### config.mk
export PLATFORM = sky130hd
export DESIGN_NAME = mult_matrix_skew
export DESIGN_NICKNAME = d
export VERILOG_FILES = /design/src/rtl/mult_matrix_skew.sv
export SDC_FILE = /design/constraint.sdc
export NUM_CORES = 1
export LEC_CHECK = 0
export ABC_AREA = 1
export CAP_MARGIN = 20
export CORE_MARGIN = 2
export CORE_UTILIZATION = 45
export CTS_BUF_LIST = sky130_fd_sc_hd__clkbuf_4
export DETAILED_ROUTE_END_ITERATION = 6
export GPL_TIMING_DRIVEN = 0
export PLACE_DENSITY = 0.8
export RECOVER_POWER = 50
export SETUP_SLACK_MARGIN = 0.15
export SYNTH_ARGS = -nofsm -noshare
export SYNTH_HDL_FRONTEND = slang
export SYNTH_SLANG_ARGS = --single-unit
export TNS_END_PERCENT = 1
### constraint.sdc
create_clock -name clk -period 1.25 [get_ports clk]
set_clock_uncertainty 0.15 [all_clocks]
set_input_delay 0.3125 -clock clk [delete_from_list [all_inputs] [get_ports clk]]
set_output_delay 0.3125 -clock clk [all_outputs]
set_load 0.1 [all_outputs]
### src/rtl/mult_matrix_skew.sv
// Skews an aligned vector stream into a systolic-array feed: lane i is delayed by i cycles.
// Optional MATRIX_SKEW_ZERO_FILL_EN makes lane data 0 wherever the lane is not valid.
module mult_matrix_skew #(
  parameter int unsigned data_size = 4,
  parameter int unsigned size      = 3
) (
  input  logic                      clk,
  input  logic                      reset,
  input  logic [data_size*size-1:0] input_stream,
  input  logic                      in_valid,
  input  logic                      in_last,
  output logic                      in_ready,
  output logic [data_size*size-1:0] output_stream,
  output logic [size-1:0]           lane_valid,
  output logic                      out_valid,
  output logic                      out_last,
  output logic                      busy
);

  localparam int unsigned CNT_W = (size > 1) ? $clog2(size) : 1;
  localparam logic [CNT_W-1:0] CNT_LOAD = CNT_W'(size - 1);

  typedef enum logic [1:0] {
    IDLE   = 2'd0,
    STREAM = 2'd1,
    DRAIN  = 2'd2
  } state_e;

  state_e           state_q, state_d;
  logic [CNT_W-1:0] cnt_q, cnt_d;
  logic             accept;
  logic [size-1:0]  last_q, last_d;

  // Burst control: DRAIN holds off input until the last vector has left every lane.
  always_comb begin
    state_d  = state_q;
    cnt_d    = cnt_q;
    in_ready = (state_q != DRAIN);
    busy     = (state_q != IDLE);
    accept   = in_valid && in_ready;
    case (state_q)
      IDLE, STREAM: begin
        if (accept) begin
          if (in_last) begin
            if (size > 1) begin
              state_d = DRAIN;
              cnt_d   = CNT_LOAD;
            end else begin
              state_d = IDLE;
            end
          end else begin
            state_d = STREAM;
          end
        end
      end
      DRAIN: begin
        cnt_d = cnt_q - CNT_W'(1);
        if (cnt_d == '0) begin
          state_d = IDLE;
        end
      end
      default: begin
        state_d = IDLE;
        cnt_d   = '0;
      end
    endcase
  end

  always_ff @(posedge clk or posedge reset) begin
    if (reset) begin
      state_q <= IDLE;
      cnt_q   <= '0;
    end else begin
      state_q <= state_d;
      cnt_q   <= cnt_d;
    end
  end

  // Last flag rides alongside the longest lane.
  if (size == 1) begin : g_last_one
    always_comb last_d = accept && in_last;
  end else begin : g_last_many
    always_comb last_d = {last_q[size-2:0], accept && in_last};
  end

  always_ff @(posedge clk or posedge reset) begin
    if (reset) begin
      last_q <= '0;
    end else begin
      last_q <= last_d;
    end
  end

  assign out_last = last_q[size-1];

  for (genvar i = 0; i < size; i++) begin : g_lane
    logic [data_size-1:0]         stage0;
    logic [(i+1)*data_size-1:0]   data_q, data_d;
    logic [i:0]                   vld_q, vld_d;

    always_comb begin
      stage0 = input_stream[(size-i)*data_size-1 -: data_size];
`ifdef MATRIX_SKEW_ZERO_FILL_EN
      if (!accept) begin
        stage0 = '0;
      end
`endif
    end

    if (i == 0) begin : g_first
      always_comb begin
        data_d = stage0;
        vld_d  = accept;
      end
    end else begin : g_rest
      always_comb begin
        data_d = {data_q[i*data_size-1:0], stage0};
        vld_d  = {vld_q[i-1:0], accept};
      end
    end

    always_ff @(posedge clk or posedge reset) begin
      if (reset) begin
        data_q <= '0;
        vld_q  <= '0;
      end else begin
        data_q <= data_d;
        vld_q  <= vld_d;
      end
    end

    assign output_stream[(size-i)*data_size-1 -: data_size] = data_q[(i+1)*data_size-1 -: data_size];
    assign lane_valid[i] = vld_q[i];
  end

  assign out_valid = |lane_valid;

endmodule

**Clock wires, drivers and flops**

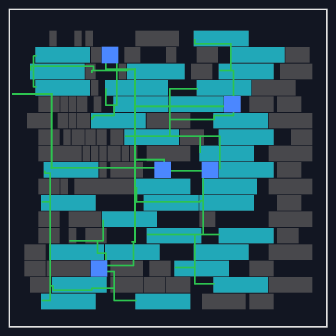
[cyan] flip-flops | count: 34
[green] clock wires | length: 337 microns
[blue] clock-net drivers | count: 5
routed clock nets: 6

**Congestion heat map**

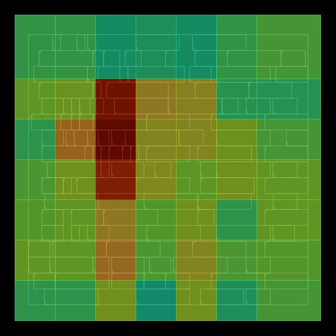
met1 Use GR: 0.1641
M3 GR Usage: 0.09429
met2 GRT Util: 0.2667

**Gate families picked out**

The bar under the picture is 20 microns long.
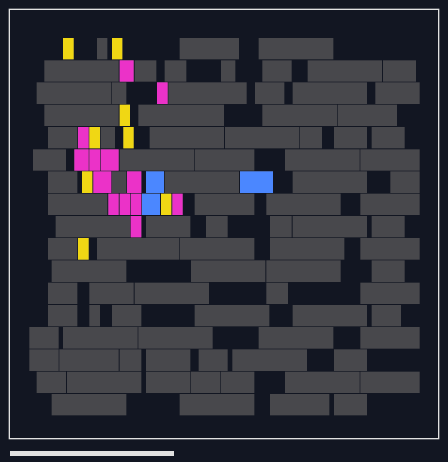
[blue] and/or cells | cells: 3
[magenta] nand cells | cells: 13 | where: west
[yellow] inv cells | cells: 8
most frequent logic cell in the layout: dfrtp_1
Non-Filler Instances: 142
Comb/total area: 0.06490

**Drive-strength map**

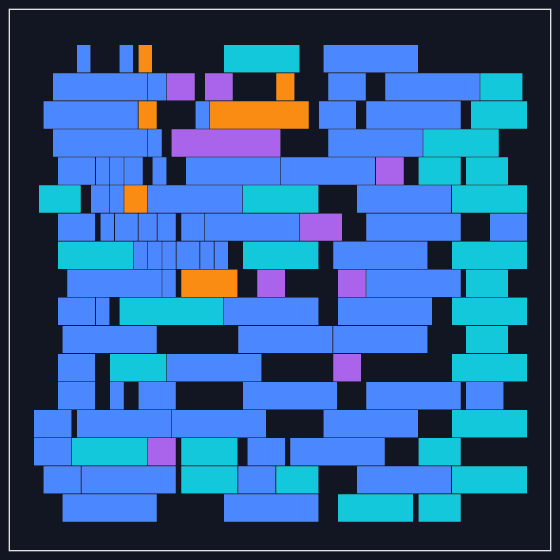
[orange] x2 | cells: 6 | share: 5.3%
[blue] x1 and smaller | cells: 72 | share: 63%
[cyan] x6 and larger | cells: 27 | share: 24%
[purple] x3 and x4 | cells: 9 | share: 7.9%
Finished Cell Area: 1697 sq um
post-route setup slack: -0.5389 ns
layout overhead on the synthesized area: 61.43%
non-clock buffer count: 44

==> metrics.cfg <==
[cts]
cts.reportedPaths.clkPinSlew_ns=0.10
cts_tree=yes
cts_max_level=2
cts_setup_buffers=0
cts.repair.resized=149

[place]
gp_congestion=0.6273
dp_slack_ns=-1.017
detailed_place_hpwl_microns=1189
placed_cell_area_sq_um=1464
dp_cells=134

[floorplan]
io_pins=35
placement_rows=17

[setup_path]
crit_end=out_valid
crit_type=flop to output pin
cp.required_ns=0.79
worstSetupPathDepth=2
startpoint_type=flop
cp_cell_sequence=or3_4 -> buf_12
cp-end-kind=output pin
worst_path_dominant_cell_family=flip-flops
r2r_cells=5

[run_status]
violations=negative setup slack
status=finished, violations left

[grt]
track_usage=0.1644
busiest_layer=met2
antenna_found_initial=0
grt_start_max_net_pins=24
grt_pass1_wl_microns=2946

[route]
wl_per_cell_microns=12.58
drcViolationCount=0
ant_nets=0
first_iter_violations=11
drt-met1-wl_microns=637
route.met3.wl_microns=148
drt_wl_total_microns=1787
drt-pass1-iter-count=4

[power_and_ir_drop]
p_per_area_nw_per_um2=1896
p_comb_mw=1.34
pg_clk_uw=556
p_leak_nw=0.8246
power_switching_mw=1.311
ir_drop_mv=1.817
swShare=0.4076
top_power_group=combinational cells

[timing]
max_clock_freq_ghz=0.5590
relSlewSlack=0.6563
whs_ns=0.1969
setup_viol_count_final=19
fin_setup_tns_ns=-4.067
slew_viol_final=0
setup_ws_ns=-0.5389
post-route-min-period_ns=1.789

[finish]
fillers=142
n_antenna_cell=0
seqCellArea_sq_um=855.8
drive_gt1_frac=0.3684
logic_area_sq_um=110.1
max_flop_register=g_lane.data_q
final_core_util=0.7670
nets=130
largest_registers=g_lane.data_q: 24 flops, g_lane.vld_q: 3 flops, last_q: 3 flops

[synthesis]
yosys.stat.seqShare=0.8095
aoi_share=0.004762
synth_area_sq_um=1051
ys_top_cells_by_area=dfrtp_1 (81%), buf_4 (6.4%), nand2_1 (2.9%)
common_cells=dfrtp_1 (34), buf_4 (9), nand2_1 (8), inv_1 (7), nand3_1 (3)
synth-async-reset-ratio=1.000
synth.distinct_cells=15
simple_gate_area_frac=0.08095
ys_chip_area_sq_um=1051
yosys_cells=71
synthDominantCellAreaShare=0.8095
mux_share=0
numSynthFlops=34
edf_count=0
syn_avg_cell_area_sq_um=14.80
syn_inst=71

[worst_hold_path]
min_from=last_q[0]
hold_end=last_q[1]
worstHoldPathType=flop to flop

[job]
maxCapViolCount=0

## cells by family after synthesis
group | count (synthesis)
flip-flops | 34
AND/OR/NAND/NOR | 18
buffers and inverters | 17
AND-OR/OR-AND | 1
adder cells (fa/ha/maj) | 1
## final cells by class
cell class,instances,area share
inverters,8,0.01770
repair buffers,35,0.3031
plain buffers,9,0.05752
multi-input cells,20,0.06490
well taps,28,0.02065
clock buffers,6,0.02655
clock inverters,2,0.005162
flip-flops and latches,34,0.5044
## layout by cell type, fill, tap and decap left out, types with 2 or more instances in the layout
cell,synthesis,final
clkbuf_4,0,6
inv_1,7,7
buf_8,0,4
buf_6,0,9
clkdlybuf4s50_1,0,2
nand3_1,3,3
nand2_1,8,8
dfrtp_1,34,32
dlygate4sd3_1,0,13
buf_12,0,13
